==> config.mk <==
export PLATFORM = sky130hd
export DESIGN_NAME = pkt_in_writer_flat
export DESIGN_NICKNAME = d
export VERILOG_FILES = /design/src/rtl/pkt_in_writer_if.sv /design/src/rtl/pkt_in_writer.sv /design/src/flat_wrapper.sv
export SDC_FILE = /design/constraint.sdc
export NUM_CORES = 1
export LEC_CHECK = 0
export CAP_MARGIN = 20
export CORE_ASPECT_RATIO = 0.75
export CORE_MARGIN = 10
export CORE_UTILIZATION = 37
export CTS_CLUSTER_DIAMETER = 150
export DETAILED_ROUTE_END_ITERATION = 10
export MAX_ROUTING_LAYER = met4
export PLACE_DENSITY = 0.8
export SETUP_SLACK_MARGIN = 0.5
export SLEW_MARGIN = 20
export SYNTH_ARGS = -nofsm -noshare
export SYNTH_HDL_FRONTEND = slang
export SYNTH_SLANG_ARGS = --single-unit
export TNS_END_PERCENT = 20
==> constraint.sdc <==
create_clock -name asclk -period 5.7 [get_ports asclk]
set_input_delay 1.14 -clock asclk [delete_from_list [all_inputs] [get_ports asclk]]
set_output_delay 1.14 -clock asclk [all_outputs]
set_load 0.01 [all_outputs]
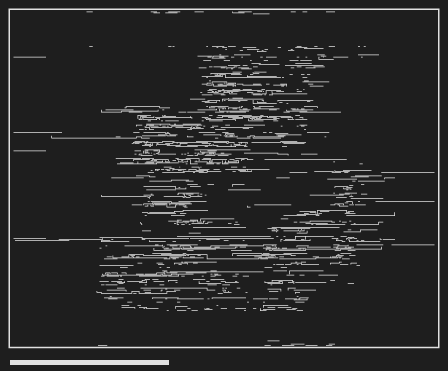
*Metal 1*
Bar = 50 µm.
nets with wire on the layer: 394
main direction: horizontal
longest straight run: 29.4 µm
wire length on this layer: 3330 µm
final WL: 8355 µm
vias: 2540

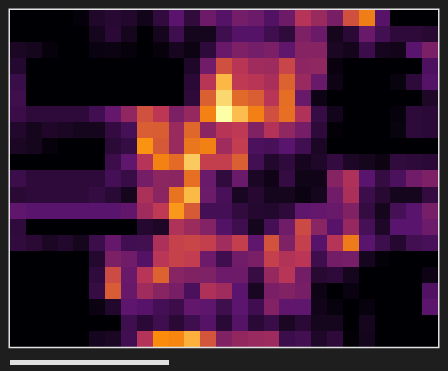
*Signal metal coverage by tile*
Bar = 50 µm. 27 x 21 tiles, from black (low) to pale yellow (high), scaled to the fullest tile. Values are wire area over tile area, all layers added.
fullest tile: 0.48
emptiest ninth of the die: upper left
mean over tiles: 0.094
tiles over half the peak: 10%
nearly empty tiles: 27%
wire length per cell: 15.53 µm
total global-route track usage: 0.1173

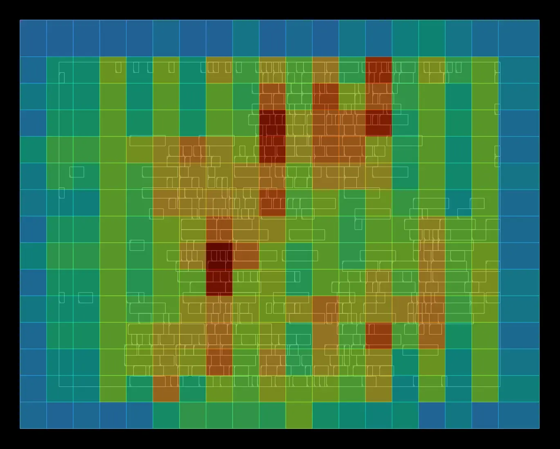
*Routing congestion*
post-layout util: 0.4179
met3 usage: 0.04892
met2 global-route usage: 0.1930
GR Layer Usage met1: 0.1293

==> qor.csv <==
stage;metric;value;unit
run_status;status;finished clean;
clocking;numCtsBuffers;5;
timing;holdWs;470.4;ps
logic_synthesis;ff_type;dfrtp_1;
clocking;cts_sinks;50;
logic_synthesis;ys_area;3660;µm²
floorplan;num_rows;31;
logic_synthesis;top_area_frac;0.3350;
grt;grt_max_degree;52;
floorplan;die-area;14310;µm²
worst_setup_path;worstPathRequired;4560;ps
clocking;h-tree-depth;2;
route;drc;0;
logic_synthesis;syn_avg_cell_area;9.242;µm²
placement;place.gp.congestion;0.8841;
logic_synthesis;area_leaders;dfrtp_1, buf_4, ha_1;
logic_synthesis;synthArstFlopShare;1.000;
worst_setup_path;critPathMaxFanout;3;
worst_setup_path;slowest_stage;fa_1;
timing;fin_ws;58.03;ps
worst_setup_path;crit_type;primary input to output pin;
worst_hold_path;hold_path_depth;1;
worst_hold_path;hold_class;register to register;
timing;finalSetupViolCount;0;
pwr;p_sw_frac;0.3267;
layout;fillers;924;
route;ant_nets;0;
logic_synthesis;top_area_cell;dfrtp_1;
logic_synthesis;synth_flops;50;
pwr;power.switching;0.4074;mW
timing;rsz0062_at_grt;true;
flow_run;tool_warnings;29;
grt;grt_pass1_wl;13560;µm
placement;place_worst_setup_slack;-642.7;ps
floorplan;initial_core_util;0.3789;
logic_synthesis;seq_area_frac_synth;0.3422;
timing;hold_viol;0;
pwr;p_int;0.8394;mW
grt;grt_pass1_vias;2669;
timing;relSlewSlack;0.5656;
timing;fmax;177.2;MHz
grt;grt_overflow;0;
pwr;clkPwrFrac;0.265;
logic_synthesis;synth.most_common_cell;buf_4;
timing;worst_pin_slew;651.6;ps
timing;fin_crit_sh;0.9898;
worst_setup_path;cpPeakStageDelay;510;ps
timing;final.min_clock_period;5642;ps
what timing repair did:
action	CTS	global route
pin swaps	7	4
cloned	0	0
resized	30	9
setup buffers	4	0
setup endpoints to repair	5	5
hold buffers	0	0
kinds of logic (layout without fill, tap and decap cells):
logic type	count (synthesis)	in the layout	share of synthesized area
buffers and inverters	140	111	0.2615
AND/OR/NAND/NOR	113	113	0.1607
flip-flops	50	50	0.3422
AND-OR/OR-AND	40	40	0.08308
XOR/XNOR	33	33	0.07898
adder cells (fa/ha/maj)	18	18	0.06975
other	1	40	0.001025
multiplexers	1	1	0.002735
routing by layer:
metal / global-route usage / routed length [µm] / vias up
li1: - / - / 1203
met1: 0.1293 / 3326 / 1249
met2: 0.1930 / 4270 / 77
met3: 0.04892 / 697 / 11
met4: 0.02868 / 61 / 0
met5: - / 0 / -
cell usage in the layout, fill, tap and decap left out, types with 3 or more instances in the layout:
cell type / n
a211oi_1: 3
clkbuf_16: 5
a21oi_1: 5
fa_1: 3
xor2_1: 15
and4_1: 4
clkdlybuf4s50_1: 53
nand4_1: 10
buf_4: 18
a31oi_1: 3
a22o_1: 5
nand3_1: 15
nor2_1: 23
ha_1: 12
o22a_1: 3
xnor2_1: 18
inv_1: 18
conb_1: 40
inv_2: 3
nor3_1: 14
dfrtp_1: 49
and3_1: 5
o21ai_0: 3
nand2_1: 25
buf_2: 5
a21o_1: 7
layout make-up:
| cell class | count | area (µm²) | area share |
|---|---|---|---|
| clock buffer | 5 | 125.1 | 0.03100 |
| clock inverter | 3 | 40.04 | 0.009919 |
| inverter | 21 | 78.83 | 0.01953 |
| multi-input combinational | 245 | 1624 | 0.4024 |
| sequential | 50 | 1252 | 0.3103 |
| tap | 132 | 165.2 | 0.04092 |
| timing repair buffer | 82 | 750.7 | 0.1860 |
stage by stage:
step | util | setup TNS, ps | power, mW | area (µm²) | cells
after floorplan | - | 0 | 0.7298 | 3811 | 435
after global placement | 0.3972 | -2313 | 0.9223 | 3836 | 526
after detailed placement | 0.3972 | -3031 | 0.9551 | 3836 | 526
after CTS | 0.4187 | 0 | 1.263 | 4044 | 538
after global routing | 0.4179 | -111.0 | 1.323 | 4036 | 538
final | 0.4179 | 0 | 1.247 | 4036 | 538
power by group through the flow:
stage               registers (mW)  logic (mW)  clock network [mW]
floorplan                    0.407       0.322                   0
global placement             0.408       0.515                   0
detailed placement           0.409       0.546                   0
CTS                          0.403       0.520               0.340
global route                 0.406       0.560               0.357
finish                       0.404       0.513               0.331
worst max-delay path: cells and delay by family:
family                   cells  cell delay [ps]
AND/OR/NAND/NOR              2              380
adder cells (fa/ha/maj)      6             2190
AND-OR/OR-AND                2              340
buffers and inverters        5              440
Power is estimated from default activity; no workload was simulated.
